<file path="src/rtl/logic_gate_pipe.sv">
// Multi-channel bitwise gate unit feeding a STAGES-deep valid/ready pipeline; LGP_PARITY_EN adds per-channel OUT_PARITY.
// Latency: result on OUT_DATA STAGES-1 edges after the accepting edge (2 cycles from presentation at STAGES=2).
// Backpressure: full skid-free chain, IN_READY drops only when every stage is full and OUT_READY=0.
module logic_gate_pipe #(
    parameter int WIDTH  = 4,
    parameter int CH     = 3,
    parameter int STAGES = 2
) (
    input  logic                  CLK,
    input  logic                  RST,
    input  logic [CH*WIDTH-1:0]   IN_A,
    input  logic [CH*WIDTH-1:0]   IN_B,
    input  logic [3*CH-1:0]       OP,
    input  logic                  IN_VALID,
    output logic                  IN_READY,
    output logic [CH*WIDTH-1:0]   OUT_DATA,
    output logic                  OUT_VALID,
    input  logic                  OUT_READY,
    output logic [15:0]           XFER_CNT
`ifdef LGP_PARITY_EN
    ,
    output logic [CH-1:0]         OUT_PARITY
`endif
);

    if (STAGES < 1 || STAGES > 4) begin : g_bad_stages
        $error("logic_gate_pipe: STAGES must be in 1..4");
    end

    typedef struct packed {
        logic [CH*WIDTH-1:0] dat;
`ifdef LGP_PARITY_EN
        logic [CH-1:0]       par;
`endif
    } pay_t;

    function automatic logic [WIDTH-1:0] gate_fn(input logic [WIDTH-1:0] a,
                                                 input logic [WIDTH-1:0] b,
                                                 input logic [2:0]       op);
        case (op)
            3'd0: gate_fn = a & b;
            3'd1: gate_fn = a | b;
            3'd2: gate_fn = ~(a & b);
            3'd3: gate_fn = ~(a | b);
            3'd4: gate_fn = a ^ b;
            3'd5: gate_fn = ~(a ^ b);
            3'd6: gate_fn = ~a;
            3'd7: gate_fn = a;
        endcase
    endfunction

    pay_t                    gate_res;
    pay_t [STAGES-1:0]       pay_q, pay_d;
    logic [STAGES-1:0]       vld_q, vld_d;
    logic [STAGES-1:0]       load;
    logic [15:0]             xfer_cnt_q, xfer_cnt_d;

    always_comb begin
        gate_res = '0;
        for (int k = 0; k < CH; k++) begin
            gate_res.dat[k*WIDTH +: WIDTH] = gate_fn(IN_A[k*WIDTH +: WIDTH],
                                                     IN_B[k*WIDTH +: WIDTH],
                                                     OP[3*k +: 3]);
`ifdef LGP_PARITY_EN
            gate_res.par[k] = ^gate_res.dat[k*WIDTH +: WIDTH];
`endif
        end
    end

    // A stage can load unless it and every stage downstream of it is full
    // while the consumer stalls; this is the flattened form of the chain rule.
    always_comb begin
        load = '0;
        for (int i = 0; i < STAGES; i++) begin
            load[i] = (|(~vld_q >> i)) || OUT_READY;
        end
    end

    always_comb begin
        vld_d = vld_q;
        pay_d = pay_q;
        if (load[0]) begin
            vld_d[0] = IN_VALID;
            if (IN_VALID) begin
                pay_d[0] = gate_res;
            end
        end
        for (int i = 1; i < STAGES; i++) begin
            if (load[i]) begin
                vld_d[i] = vld_q[i-1];
                if (vld_q[i-1]) begin
                    pay_d[i] = pay_q[i-1];
                end
            end
        end
        xfer_cnt_d = xfer_cnt_q + 16'(OUT_VALID && OUT_READY);
    end

    always_ff @(posedge CLK) begin
        if (RST) begin
            vld_q      <= '0;
            pay_q      <= '0;
            xfer_cnt_q <= '0;
        end else begin
            vld_q      <= vld_d;
            pay_q      <= pay_d;
            xfer_cnt_q <= xfer_cnt_d;
        end
    end

    assign IN_READY  = load[0];
    assign OUT_VALID = vld_q[STAGES-1];
    assign OUT_DATA  = pay_q[STAGES-1].dat;
    assign XFER_CNT  = xfer_cnt_q;
`ifdef LGP_PARITY_EN
    assign OUT_PARITY = pay_q[STAGES-1].par;
`endif

endmodule

</file>
<file path="config.mk">
export PLATFORM = sky130hd
export DESIGN_NAME = logic_gate_pipe
export DESIGN_NICKNAME = d
export VERILOG_FILES = /design/src/rtl/logic_gate_pipe.sv
export SDC_FILE = /design/constraint.sdc
export NUM_CORES = 1
export LEC_CHECK = 0
export CORE_ASPECT_RATIO = 0.5
export CORE_MARGIN = 3
export CORE_UTILIZATION = 31
export CTS_CLUSTER_SIZE = 16
export DETAILED_ROUTE_END_ITERATION = 10
export HOLD_SLACK_MARGIN = 0.12
export PLACE_DENSITY = 0.58
export SETUP_SLACK_MARGIN = 0.1
export SYNTH_ARGS = -nofsm -noshare
export SYNTH_HDL_FRONTEND = slang
export SYNTH_SLANG_ARGS = --single-unit
</file>
<file path="constraint.sdc">
create_clock -name CLK -period 2.1 [get_ports CLK]
set_input_delay 0.63 -clock CLK [delete_from_list [all_inputs] [get_ports CLK]]
set_output_delay 0.63 -clock CLK [all_outputs]
set_load 0.05 [all_outputs]
</file>
Figure 1. Close-up of the layout (run 1).
The bar under the picture is 10 um long. Window x 57 to 87, y 23 to 53 um. Cells in gray, sequential cells in the stronger gray; small squares are vias.
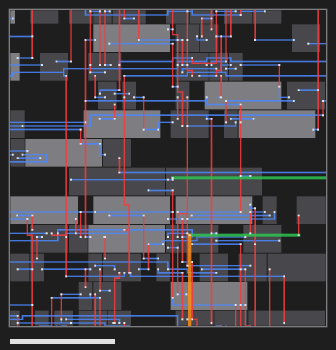
metal 2: drawn in red. metal 1: drawn in blue. metal 4: drawn in orange. metal 3: drawn in green.
Netlist names of flops here include OUT_DATA (6), pay_q (4). Most frequent: dfxtp_1 (10), nor2_1 (7), buf_4 (7). Sequential cells in the window: 10. 52 logic cells have their middle in the window.

Figure 2. Wiring by layer (run 1).
Two of the layers only.
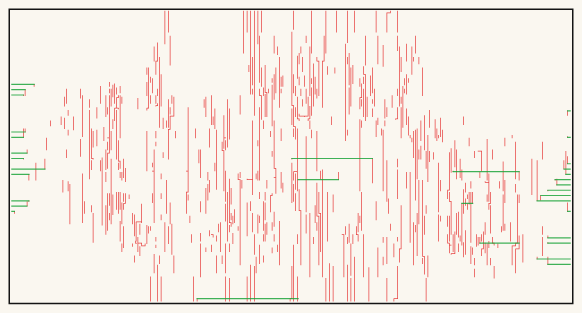
metal 3: drawn in green, wire length 195 um. metal 2: drawn in red, wire length 2,890 um.

==> GITHUB_STEP_SUMMARY, run 1 <==
### Yosys + OpenROAD results

| Metric | Value |
|---|---|
| Fraction of area in multi-input gates | 0.461 |
| Outcome | completed |
| Hold Path Class | reg -> reg |
| Starting Density | 0.330 |
| Most numerous logic cells after layout | 62 x buf_4, 41 x dfxtp_1, 35 x clkdlybuf4s50_1 |
| Post-DP HPWL | 5220 um |
| Clock Power Share | 0.372 |
| Antenna Cells | 0 |
| Post-route setup TNS | 0 ps |
| Post-DP Area | 0.00388 mm2 |
| Via density | 4.65 |
| Area grow syn2layout | 36.7% |
| Die area | 0.0109 mm2 |
| RSZ-0062 raised after global routing | no |
| Met2 WL | 2890 um |
| Reg2Reg Depth | 7 |
| CTS Buf Count | 5 |
| Clk_skew | 4.74 ps |
| Post-Layout Inst Area | 0.00406 mm2 |
| Layout non-clock buf frac | 0.230 |
| Synth area leader | dfxtp_1 |
| Vias | 2,649 |
| Normalized max-slew margin | 0.775 |
| Crit share post-route | 0.918 |
Figure 3. Wires at chosen ports, followed through buffers (run 1).
The bar under the picture is 50 um long.
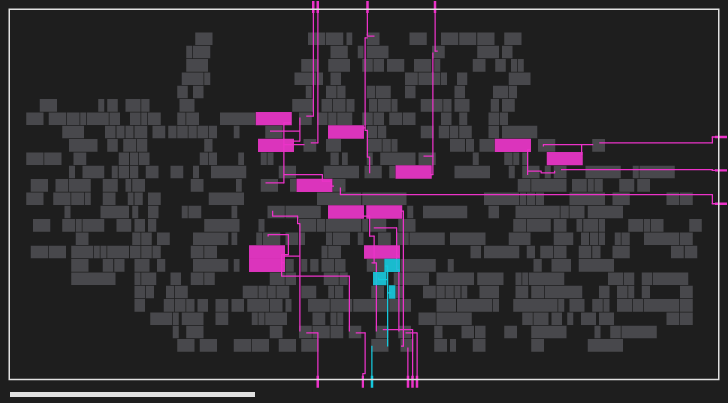
OUT_DATA: drawn in magenta, bits 12, direction output, edge 5 south, 4 north, 3 east, end cells 12, buffers 12, wire 540 um. IN_VALID: drawn in cyan, bits 1, direction input, edge south, end cells 3, buffers 1, wire 25.9 um.

## run 1: kinds of logic (layout without fill, tap and decap cells)
kind of cell | after synthesis | in the layout | share of synthesized area
AND/OR/NAND/NOR | 135 | 135 | 0.260
multiplexers | 14 | 14 | 0.0480
AND-OR/OR-AND | 76 | 76 | 0.152
buffers and inverters | 61 | 144 | 0.0994
XOR/XNOR | 16 | 16 | 0.0472
flip-flops | 42 | 42 | 0.283
adder cells (fa/ha/maj) | 26 | 26 | 0.110
## run 1: worst max path at each step
stage | end | slack (ps) | depth (start not counted)
6_report | pay_q[1] | 170 | 7
5_1_grt | pay_q[9] | 100 | 7
4_1_cts | IN_READY | 110 | 4
3_5_place_dp | XFER_CNT[14] | -420 | 8
3_3_place_gp | XFER_CNT[14] | -360 | 8
2_1_floorplan | pay_q[0] | 110 | 5
--- run 2 (diff from run 1) ---
--- a/config.mk
+++ b/config.mk
@@ -12,7 +12,6 @@
 export DETAILED_ROUTE_END_ITERATION = 10
 export HOLD_SLACK_MARGIN = 0.12
 export PLACE_DENSITY = 0.58
-export SETUP_SLACK_MARGIN = 0.1
 export SYNTH_ARGS = -nofsm -noshare
 export SYNTH_HDL_FRONTEND = slang
 export SYNTH_SLANG_ARGS = --single-unit
==> constraint.sdc (replaced) <==
create_clock -name CLK -period 2.34 [get_ports CLK]
set_input_delay 0.702 -clock CLK [delete_from_list [all_inputs] [get_ports CLK]]
set_output_delay 0.702 -clock CLK [all_outputs]
set_load 0.05 [all_outputs]
==> run 2 against run 1 <==
Clock power decreased by about 10%. Setup slack worse by 100 ps. Clock skew rose by 2.2 ps. Sequential cell count stayed put. Utilization is 0.64 points lower. Die size did not move. Cell count fell by 1.8%. Critical path depth decreased by 3. Critical path type is now in -> out.
==> GITHUB_STEP_SUMMARY, run 2 <==
### Yosys + OpenROAD results

| Metric | Value |
|---|---|
| Yosys reg bits | 42 |
| Warnings from Yosys | 0 |
| Area grow syn2layout | 34.8% |
| Reg area | 841 um2 |
| RSZ-0062 raised after global routing | no |
| Fraction of area in multi-input gates | 0.458 (-0.00306) |
| Outcome | completed |
| Area fraction in mux cells | 0.0480 (unchanged) |
| Die area | 0.0109 mm2 (unchanged) |
| Crit Path Class | in -> out |
| Synth Area in XOR/XNOR | 0.0472 (unchanged) |
| Synth area leader | dfxtp_1 |
| Yosys adder share | 0.110 (unchanged) |
| Via density | 4.59 (-1.3%) |
| YS chip area | 0.00297 mm2 |
| Starting Density | 0.330 (unchanged) |
| Crit share post-route | 0.971 |
| Most instantiated cells after synthesis | 42 x dfxtp_1, 32 x inv_1, 31 x nor2_1 |
| Most numerous logic cells after layout | 63 x clkdlybuf4s50_1, 42 x dfxtp_1, 32 x inv_1 |
| Post-Layout Inst Area | 0.00400 mm2 (-1.4%) |
| Antenna Cells | 0 (unchanged) |
| Post-DP Area | 0.00386 mm2 (-0.58%) |
| Clk_skew | 6.96 ps (+2.23 ps) |
| Post-Synth Simple-Gate Area | 0.260 (unchanged) |
| Post-CTS sizing | 1 |
| Post-route setup TNS | 0 ps (unchanged) |
| Post-DP HPWL | 5160 um (-1.3%) |
| Main logic family | simple AND/OR/NAND/NOR gates |
| Vias | 2,569 (-3.0%) |
| Hold Path Class | reg -> reg |
| Clock latency at the later pin of the worst-skew pair | 280 ps |
| First-pass GRT wire length | 11,100 um |
| Pwr dens | 455 mW/mm2 |
| CTS Buf Count | 5 (unchanged) |
| Routed len/inst | 11.4 um |
| Total gr overflow | 0 |
| Met2 WL | 2760 um (-4.7%) |
| Area fraction in compound gates | 0.152 (unchanged) |
| Normalized max-slew margin | 0.644 (-0.131) |
| Setup ws final | 68.4 ps |
run 2: netlist changes by cell type in the layout (fill, tap and decap cells not counted), sizes merged:
cell,delta
dlygate4sd2,+1
buf,-39
clkdlybuf4s50,+28
run 2: worst max-delay path: stages:
cell	delay, ps
dlygate4sd2_1	240
buf_4	130
nand3b_1	270
buf_12	220
run 2: path summary, 6_finish.rpt:
path | endpoint | slack [ps] | depth (start not counted)
worst max register to register | XFER_CNT[14] | 540 | 7
worst min register to register | pay_q[7] | 450 | 2
worst max-delay path | IN_READY | 70 | 4
worst min-delay path | pay_q[7] | 450 | 2
run 2: power by group:
group	switching, mW	leakage [nW]	internal, mW	total [mW]
Clock	0.260	0.0739	0.423	0.682
Sequential	0.0145	0.341	0.741	0.755
Combinational	0.187	1.31	0.196	0.383
Total	0.461	1.72	1.36	1.82
Figure 4. Close-up of the layout (run 2).
The bar under the picture is 10 um long. Window x 57 to 87, y 23 to 53 um. Cells in gray, sequential cells in the stronger gray; small squares are vias.
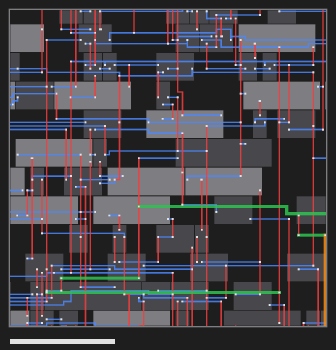
metal 3: drawn in green. metal 1: drawn in blue. metal 2: drawn in red. metal 4: drawn in orange.
Netlist names of flops here include OUT_DATA (7), pay_q (3). Sequential cells in the window: 10. Most frequent: dfxtp_1 (10), nor2_1 (8), mux2i_1 (7). 46 logic cells have their middle in the window.

Figure 5. Wires at chosen ports, followed through buffers (run 2).
The bar under the picture is 50 um long.
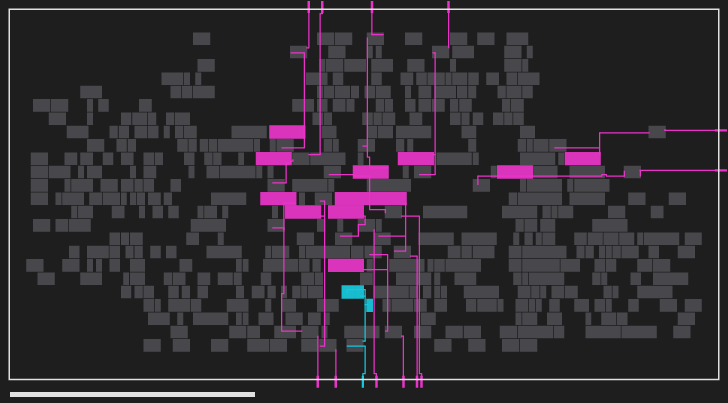
OUT_DATA: drawn in magenta, bits 12, direction output, edge 6 south, 4 north, 2 east, end cells 12, buffers 12, wire 491 um. IN_VALID: drawn in cyan, bits 1, direction input, edge south, end cells 3, buffers 1, wire 27.3 um.

Power is estimated from default activity; no workload was simulated.
